==> images/layer_met1.png <==
The bar under the picture is 100 µm long. Cells faint in the background.
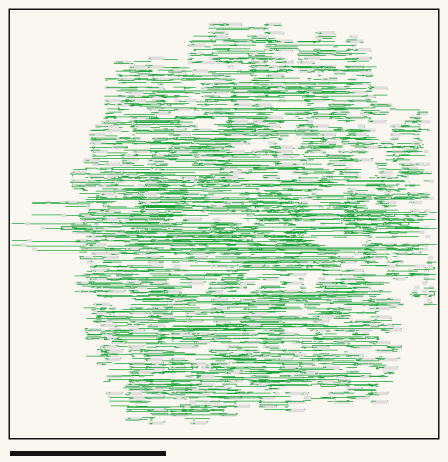
==> images/layer_met2.png <==
The bar under the picture is 100 µm long. Cells faint in the background.
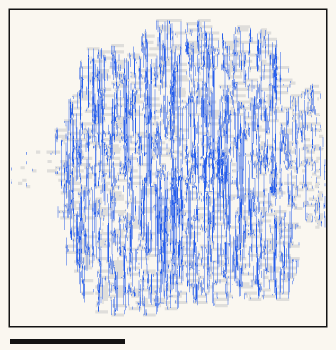
==> images/layer_met3.png <==
The bar under the picture is 100 µm long. Cells faint in the background.
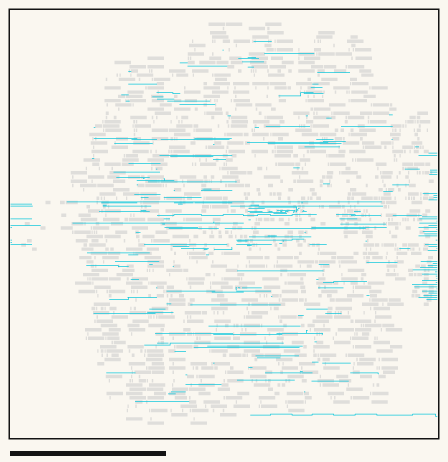
<file path="config.mk">
export PLATFORM = sky130hd
export DESIGN_NAME = edram_bank
export DESIGN_NICKNAME = d
export VERILOG_FILES = /design/src/rtl/edram_bank.sv
export SDC_FILE = /design/constraint.sdc
export NUM_CORES = 1
export LEC_CHECK = 0
export CAP_MARGIN = 25
export CORE_MARGIN = 2
export CORE_UTILIZATION = 25
export CTS_BUF_LIST = sky130_fd_sc_hd__clkbuf_8
export DETAILED_ROUTE_END_ITERATION = 10
export PLACE_DENSITY = 0.38
export SLEW_MARGIN = 20
export SYNTH_ARGS = -nofsm -noshare
export SYNTH_HDL_FRONTEND = slang
export SYNTH_SLANG_ARGS = --single-unit
</file>
<file path="constraint.sdc">
create_clock -name CLK -period 9.5 [get_ports CLK]
set_clock_uncertainty 0.15 [all_clocks]
set_input_delay 2.375 -clock CLK [delete_from_list [all_inputs] [get_ports CLK]]
set_output_delay 2.375 -clock CLK [all_outputs]
set_load 0.02 [all_outputs]
</file>
<file path="src/rtl/edram_bank.sv">
// edram_bank: tile-level eDRAM storage model with per-word consumer counters.
// Serves one request at a time with a fixed request-to-done latency. A read hands
// out the stored word and consumes one unit of its counter. A write may only
// replace a word whose counter has drained to zero.
module edram_bank #(
    parameter int ADDR_WIDTH = 20,
    parameter int DATA_WIDTH = 12,
    parameter int CNT_WIDTH  = 4,
    parameter int EDRAM_SIZE = 32,
    parameter int MEM_LAT    = 4
) (
    input  logic                  CLK,
    input  logic                  RST,
    input  logic                  ram_ren,
    input  logic                  ram_wen,
    input  logic [ADDR_WIDTH-1:0] ram_addr,
    input  logic [DATA_WIDTH-1:0] ram_data,
    output logic                  ram_busy,
    output logic                  ram_done,
    output logic [1:0]            ram_status,
    output logic [DATA_WIDTH-1:0] ram_rdata
);

    localparam int IDX_W = (EDRAM_SIZE > 1) ? $clog2(EDRAM_SIZE) : 1;
    localparam int LAT_W = $clog2(MEM_LAT + 1);

    localparam logic [1:0] ST_OK      = 2'b00;
    localparam logic [1:0] ST_INVALID = 2'b01;
    localparam logic [1:0] ST_REJECT  = 2'b10;
    localparam logic [1:0] ST_RANGE   = 2'b11;

    typedef enum logic {FREE, BUSY} state_t;

    state_t                r_state;
    state_t                w_nextState;
    logic [LAT_W-1:0]      r_lat;
    logic [LAT_W-1:0]      w_latNext;
    logic                  w_doneNext;

    logic [DATA_WIDTH-1:0] r_mem [EDRAM_SIZE];

    logic                  r_done;
    logic [1:0]            r_status;
    logic [DATA_WIDTH-1:0] r_rdata;
    logic [1:0]            r_pendStatus;
    logic [DATA_WIDTH-1:0] r_pendRdata;

    logic                  w_accept;
    logic                  w_inRange;
    logic [IDX_W-1:0]      w_idx;
    logic [DATA_WIDTH-1:0] w_word;
    logic [CNT_WIDTH-1:0]  w_wordCnt;
    logic [1:0]            w_respStatus;
    logic [DATA_WIDTH-1:0] w_respRdata;
    logic                  w_memWe;
    logic [DATA_WIDTH-1:0] w_memWdata;
    logic [1:0]            w_outStatus;
    logic [DATA_WIDTH-1:0] w_outRdata;

    assign w_accept  = (r_state == FREE) && (ram_ren || ram_wen);
    assign w_inRange = ram_addr < ADDR_WIDTH'(EDRAM_SIZE);
    assign w_idx     = ram_addr[IDX_W-1:0];
    assign w_word    = r_mem[w_idx];
    assign w_wordCnt = w_word[DATA_WIDTH-1 -: CNT_WIDTH];

    // Decide the response and the array update for the request on the inputs this cycle.
    always_comb begin
        w_respStatus = ST_OK;
        w_respRdata  = '0;
        w_memWe      = 1'b0;
        w_memWdata   = w_word;
        if (!w_inRange) begin
            w_respStatus = ST_RANGE;
        end else if (ram_ren) begin
            if (w_wordCnt == '0) begin
                w_respStatus = ST_INVALID;
            end else begin
                w_respRdata = w_word;
                w_memWe     = 1'b1;
                w_memWdata  = {w_wordCnt - CNT_WIDTH'(1), w_word[DATA_WIDTH-CNT_WIDTH-1:0]};
            end
        end else begin
            if (w_wordCnt == '0) begin
                w_memWe    = 1'b1;
                w_memWdata = ram_data;
            end else begin
                w_respStatus = ST_REJECT;
            end
        end
    end

    // Next-state logic: count the latency down while busy and raise done as it expires.
    always_comb begin
        w_nextState = r_state;
        w_latNext   = r_lat;
        w_doneNext  = 1'b0;
        case (r_state)
            FREE: begin
                if (w_accept) begin
                    if (MEM_LAT == 1) begin
                        w_doneNext = 1'b1;
                    end else begin
                        w_nextState = BUSY;
                        w_latNext   = LAT_W'(MEM_LAT - 1);
                    end
                end
            end
            BUSY: begin
                if (r_lat == LAT_W'(1)) begin
                    w_nextState = FREE;
                    w_doneNext  = 1'b1;
                end else begin
                    w_latNext = r_lat - LAT_W'(1);
                end
            end
            default: w_nextState = FREE;
        endcase
    end

    // The response comes straight from the current request only when the latency is a single cycle.
    assign w_outStatus = (r_state == FREE) ? w_respStatus : r_pendStatus;
    assign w_outRdata  = (r_state == FREE) ? w_respRdata  : r_pendRdata;

    // State and latency counter register.
    always_ff @(posedge CLK) begin
        if (RST) begin
            r_state <= FREE;
            r_lat   <= '0;
        end else begin
            r_state <= w_nextState;
            r_lat   <= w_latNext;
        end
    end

    // Storage array: the read-modify-write happens at the accept edge, and reset clears every word.
    always_ff @(posedge CLK) begin
        if (RST) begin
            for (int i = 0; i < EDRAM_SIZE; i++) begin
                r_mem[i] <= '0;
            end
        end else if (w_accept && w_memWe) begin
            r_mem[w_idx] <= w_memWdata;
        end
    end

    // Hold the pending response during the latency, then present it with the done pulse.
    always_ff @(posedge CLK) begin
        if (RST) begin
            r_pendStatus <= ST_OK;
            r_pendRdata  <= '0;
            r_done       <= 1'b0;
            r_status     <= ST_OK;
            r_rdata      <= '0;
        end else begin
            if (w_accept) begin
                r_pendStatus <= w_respStatus;
                r_pendRdata  <= w_respRdata;
            end
            r_done <= w_doneNext;
            if (w_doneNext) begin
                r_status <= w_outStatus;
                r_rdata  <= w_outRdata;
            end
        end
    end

    assign ram_busy   = (r_state == BUSY);
    assign ram_done   = r_done;
    assign ram_status = r_status;
    assign ram_rdata  = r_rdata;

endmodule
</file>
==> results.yml <==
# implementation run metrics
global_routing:
  track_usage: 0.167
  use_met2: 0.250
  grt_start_max_net_pins: 66
  antenna_found_initial: 1
critical_path:
  rr_startpoint: "r_mem[23][9]"
  crit_family: "simple AND/OR/NAND/NOR gates"
  cp_cell_sequence: "buf_6 -> buf_12 -> mux2i_1 -> o22ai_1 -> nor4_1 -> and2_1 -> nand3_1 -> ha_1 -> nand3b_1 -> nor2_1 -> and3_1 -> nand2_1 -> nand2b_1"
power_and_ir_drop:
  p_sw_frac: 0.275
  p_per_area_mw_per_mm2: 193
  power_mw: 4.10
  p_sw_mw: 1.13
  vdd_drop_max_mv: 0.0838
  seq_power_mw: 2.08
place:
  dp_cells: 2293
  io_buffer_count: 51
  place_area_mm2: 0.0198
route:
  routedWlPerCell_um: 25.5
  wl_met3_um: 3960
  drtIter0Drc: 957
  route.detailed.drc: 0
  drt-pass1-iter-count: 5
  wl_um: 62100
run_status:
  outcome: "finished, final reports clean"
yosys:
  post-synth-top-area-cell: "edfxtp_1"
  avgSynthCellArea_um2: 13.2
  async_flop_share: 0
  ys_seq_share: 0.667
final_layout:
  final_util: 0.292
  flops: 417
  clock_area_frac: 0.0647
  largest_class: "flip-flops and latches"
  final_cells: 2432
clock_network:
  cts_resized: 0
floorplanning:
  tapCellCount: 959
  die_w_um: 274
run:
  cap_violations: 0
Notes on layer_met1.png above:
nets with wire on the layer: 1401
wire length on this layer: 29.2 mm
main direction: horizontal
longest straight run: 106 µm

Notes on layer_met2.png above:
share of all routed wire: 44%
nets with wire on the layer: 1228

Notes on layer_met3.png above:
share of all routed wire: 6.4%
wire length on this layer: 3960 µm
nets with wire on the layer: 158

